### Clock distribution

(4 px per um)
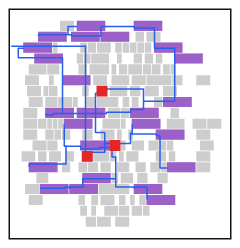
### Register map, names as in the netlist

(4 px per um) Other sequential cells in the stronger grey, the rest of the logic in the fainter grey.
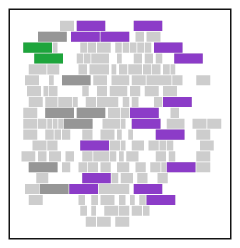
<file path="src/rtl/cg_enable_ctrl.sv">
// rtl/cg_enable_ctrl.sv - activity-driven enable generator for a clock-gating cell
//
// Purpose:
//   Watches the data bus feeding the gated capture registers plus explicit
//   requests, and produces a registered enable for the clock-gating cell.
//   The gated clock runs while data changes or is requested, then for an
//   IDLE_CYCLES hold-off window (never shorter than MIN_ON edges after a wake).
//   It also keeps a saturating count of clock-off edges for power reporting.
//
// Ports:
//   clk        in   free-running clock, all logic on posedge
//   rst_n      in   synchronous active-low reset
//   data_in    in   [WIDTH] bus presented to the downstream gated registers
//   req        in   level-sensitive explicit activity request
//   force_on   in   keep the clock running unconditionally while high
//   cnt_clr    in   synchronous clear of gated_cnt (wins over increment)
//   cg_en      out  registered enable to the gating cell, high unless OFF
//   wake_pulse out  registered one-cycle pulse on the OFF->ON transition
//   state      out  [2] FSM state: ON=00, COUNTDOWN=01, OFF=10
//   gated_cnt  out  [CNT_W] saturating count of edges spent in OFF

module cg_enable_ctrl #(
  parameter int WIDTH       = 2,
  parameter int IDLE_CYCLES = 4,
  parameter int MIN_ON      = 2,
  parameter int CNT_W       = 16
) (
  input  logic             clk,
  input  logic             rst_n,
  input  logic [WIDTH-1:0] data_in,
  input  logic             req,
  input  logic             force_on,
  input  logic             cnt_clr,
  output logic             cg_en,
  output logic             wake_pulse,
  output logic [1:0]       state,
  output logic [CNT_W-1:0] gated_cnt
);

  localparam int IW = (IDLE_CYCLES > 1) ? $clog2(IDLE_CYCLES) : 1;
  localparam int MW = (MIN_ON > 1) ? $clog2(MIN_ON) : 1;
  localparam logic [IW-1:0] IDLE_MAX = IW'(IDLE_CYCLES - 1);
  localparam logic [MW-1:0] MIN_LOAD = MW'(MIN_ON - 1);

  typedef enum logic [1:0] {
    ST_ON  = 2'b00,
    ST_CD  = 2'b01,
    ST_OFF = 2'b10
  } state_t;

  state_t           state_q, state_d;
  logic [WIDTH-1:0] data_last_q, data_last_d;
  logic [IW-1:0]    idle_cnt_q, idle_cnt_d;
  logic [MW-1:0]    min_cnt_q, min_cnt_d;
  logic             cg_en_q, cg_en_d;
  logic             wake_pulse_q, wake_pulse_d;
  logic [CNT_W-1:0] gated_cnt_q, gated_cnt_d;
  logic             act;

  always_comb begin
    act          = req | force_on | (data_in != data_last_q);

    state_d      = state_q;
    data_last_d  = data_in;
    idle_cnt_d   = idle_cnt_q;
    min_cnt_d    = min_cnt_q;
    wake_pulse_d = 1'b0;
    gated_cnt_d  = gated_cnt_q;

    if (act) begin
      idle_cnt_d = '0;
    end else if (idle_cnt_q != IDLE_MAX) begin
      idle_cnt_d = idle_cnt_q + IW'(1);
    end

    // min_cnt only runs while the clock is on; it is re-armed on every wake.
    if (state_q == ST_OFF) begin
      if (act) begin
        min_cnt_d = MIN_LOAD;
      end
    end else if (min_cnt_q != '0) begin
      min_cnt_d = min_cnt_q - MW'(1);
    end

    // force_on folds into act, so it always lands in (or stays in) ON.
    case (state_q)
      ST_ON: begin
        if (!act) begin
          if (IDLE_CYCLES > 1) begin
            state_d = ST_CD;
          end else if (min_cnt_q == '0) begin
            state_d = ST_OFF;
          end
        end
      end
      ST_CD: begin
        if (act) begin
          state_d = ST_ON;
        end else if ((idle_cnt_q == IDLE_MAX) && (min_cnt_q == '0)) begin
          state_d = ST_OFF;
        end
      end
      ST_OFF: begin
        if (act) begin
          state_d      = ST_ON;
          wake_pulse_d = 1'b1;
        end
      end
      default: state_d = ST_ON;
    endcase

    if (cnt_clr) begin
      gated_cnt_d = '0;
    end else if ((state_q == ST_OFF) && (gated_cnt_q != '1)) begin
      gated_cnt_d = gated_cnt_q + CNT_W'(1);
    end

    cg_en_d = (state_d != ST_OFF);
  end

  always_ff @(posedge clk) begin
    if (!rst_n) begin
      state_q      <= ST_ON;
      data_last_q  <= '0;
      idle_cnt_q   <= '0;
      min_cnt_q    <= MIN_LOAD;
      cg_en_q      <= 1'b1;
      wake_pulse_q <= 1'b0;
      gated_cnt_q  <= '0;
    end else begin
      state_q      <= state_d;
      data_last_q  <= data_last_d;
      idle_cnt_q   <= idle_cnt_d;
      min_cnt_q    <= min_cnt_d;
      cg_en_q      <= cg_en_d;
      wake_pulse_q <= wake_pulse_d;
      gated_cnt_q  <= gated_cnt_d;
    end
  end

  assign cg_en      = cg_en_q;
  assign wake_pulse = wake_pulse_q;
  assign state      = state_q;
  assign gated_cnt  = gated_cnt_q;

endmodule
</file>
<file path="config.mk">
export PLATFORM = sky130hd
export DESIGN_NAME = cg_enable_ctrl
export DESIGN_NICKNAME = d
export VERILOG_FILES = /design/src/rtl/cg_enable_ctrl.sv
export SDC_FILE = /design/constraint.sdc
export NUM_CORES = 1
export LEC_CHECK = 0
export CORE_AREA = 2 2 53 55
export DETAILED_ROUTE_END_ITERATION = 16
export DIE_AREA = 0 0 55 57
export HOLD_SLACK_MARGIN = 0.03
export PLACE_DENSITY = 0.83
export SYNTH_ARGS = -nofsm -noshare
export SYNTH_HDL_FRONTEND = slang
export SYNTH_SLANG_ARGS = --single-unit
</file>
<file path="constraint.sdc">
create_clock -name clk -period 5.12 [get_ports clk]
set_input_delay 1.024 -clock clk [delete_from_list [all_inputs] [get_ports clk]]
set_output_delay 1.024 -clock clk [all_outputs]
set_load 0.02 [all_outputs]
</file>
==> results.txt <==
fresh numbers from the pnr run: status finished clean, cycle use final 0.510, Post-Layout Cell Count 188, Core Rows 19, CP Max Fanout 10, synthesized area per cell 9.46 sq um, worst path arrival time 1.59 ns, Syn. warnings 0, met2 Resource Use GR 0.355, ANT cells 0, top cells, area dfxtp_1 41%, a21oi_1 4.9%, or4_1 3.7%, CP Launch Point gated_cnt[2]$_SDFFE_PP0P_, Chip Area, Yosys 1230 sq um, startpoint types flip-flop, logic area 694 sq um, vias 1,124, Worst setup endpoint gated_cnt[2], max-slew violations 0, adder-cell share of the synthesized area 0.0203, cell taking the most area after synthesis dfxtp_1, flip-flops with a built-in enable 0, CTS tree built, crit-path cells clkdlybuf4s50_1, comb area leader simple AND/OR/NAND/NOR gates, met3 GRT Util 0.0262, metal3 WL 78 um, yosys aoi share 0.171, IO Count 27, Mapped Nets 139, Met1 Wirelength roughly 1100 um, share of cells above drive strength 1 0.115, most frequent logic cell in the layout clkdlybuf4s50_1, max reg flops 16, PostCTS Resize Cnt 0, yosys xor share 0.0214, Worst Path Buf+Inv 1, Core Util at FP 0.470, top routing layer in use met4, Cell variety after synth 48, Synth flops 25, per-cell routed wire length 14.0 um, grt met1 use 0.215, Final TNS setup 0 ns, yosys stat cell total around 130, most common cell in the netlist dfxtp_1, DR vias/cell 5.98, fillers 243, WHS Endpoint state[0]$_SDFF_PN0_, DP Cell Count 184, busiest grt layer met2, Post-synth top cells 25 x dfxtp_1, 12 x a21oi_1, 9 x nand2_1, 6 x o21ai_1, 6 x or4_1, Post-Synthesis Cells 130, number of cells on the critical path 1, Max clock buf depth 2, chip width 55 um, CP endpoint kind primary output, Fmax 383 MHz, maximum VDD drop between 0.1 and 0.15 mV, initial antenna violation count 0, H-tree levels 1, Die Ht 57 um, # setup viols final 0, async set or reset register ratio after synthesis 0, Worst Hold Class reg2reg, met2 wire length roughly 1400 um, gpl congestion 0.717, Clock transition at path regs 0.14 ns, most frequent cells in the layout 26 x clkdlybuf4s50_1, 25 x dfxtp_1, 12 x a21oi_1, simple share 0.344, Top delay family on crit path buffers and inverters, clock sink count 25, min-delay src min_cnt_q$_SDFFE_PN1P_, Post-Syn Area 1230 sq um, unrepaired setup endpoints after global routing false, Lkg Pwr about 0.51 nW, hpwl dp 2010 um, first-pass GRT wire length approximately 4500 um, number of port buffers 26, WHS 0.525 ns, # Max-Cap Violations 0, Die ar. roughly 3100 sq um, final worst path period need 2.61 ns, Final nets 167, Seq share, synth 0.407, worst hold path depth 2
About 'Clock distribution':
legend:
  clock wires:
    colour: blue
    length: 314 um
  clock-net drivers:
    colour: red
    count: 3
  flip-flops:
    colour: purple
    count: 25
routed clock nets: 4
clock skew: 0.00838 ns
Clock Power Share: 0.300

About 'Register map, names as in the netlist':
legend:
  idle_cnt_q:
    colour: green
    flops: 2
  gated_cnt:
    colour: purple
    flops: 16
not coloured: 7
Reg area: 500 sq um
fraction of area in registers: 0.326
sequential logic power: 0.197 mW

[area by class of cell]
cell class	instances	share of cell area
tap	31	0.0252
timing repair buffer	26	0.169
inverter	4	0.00977
clock buffer	3	0.0147
clock inverter	1	0.00326
sequential	25	0.326
multi-input combinational	98	0.452
[stage by stage]
step,setup WS [ns],utilization,cell area [sq um]
floorplan,3.18,-,1230
global route,2.44,0.588,1540
finish,2.51,0.588,1540
detailed placement,2.64,0.577,1510
global placement,2.71,0.577,1510
CTS,2.51,0.588,1540
[power breakdown]
group / total (mW) / switching, mW / leakage, nW / internal (mW)
registers: 0.197 / 0.00116 / 0.202 / 0.196
clock network: 0.0901 / 0.0609 / 0.0177 / 0.0292
logic: 0.0126 / 0.00576 / 0.291 / 0.00685
Power figures rest on the tool's default switching activity, not on a simulated workload.
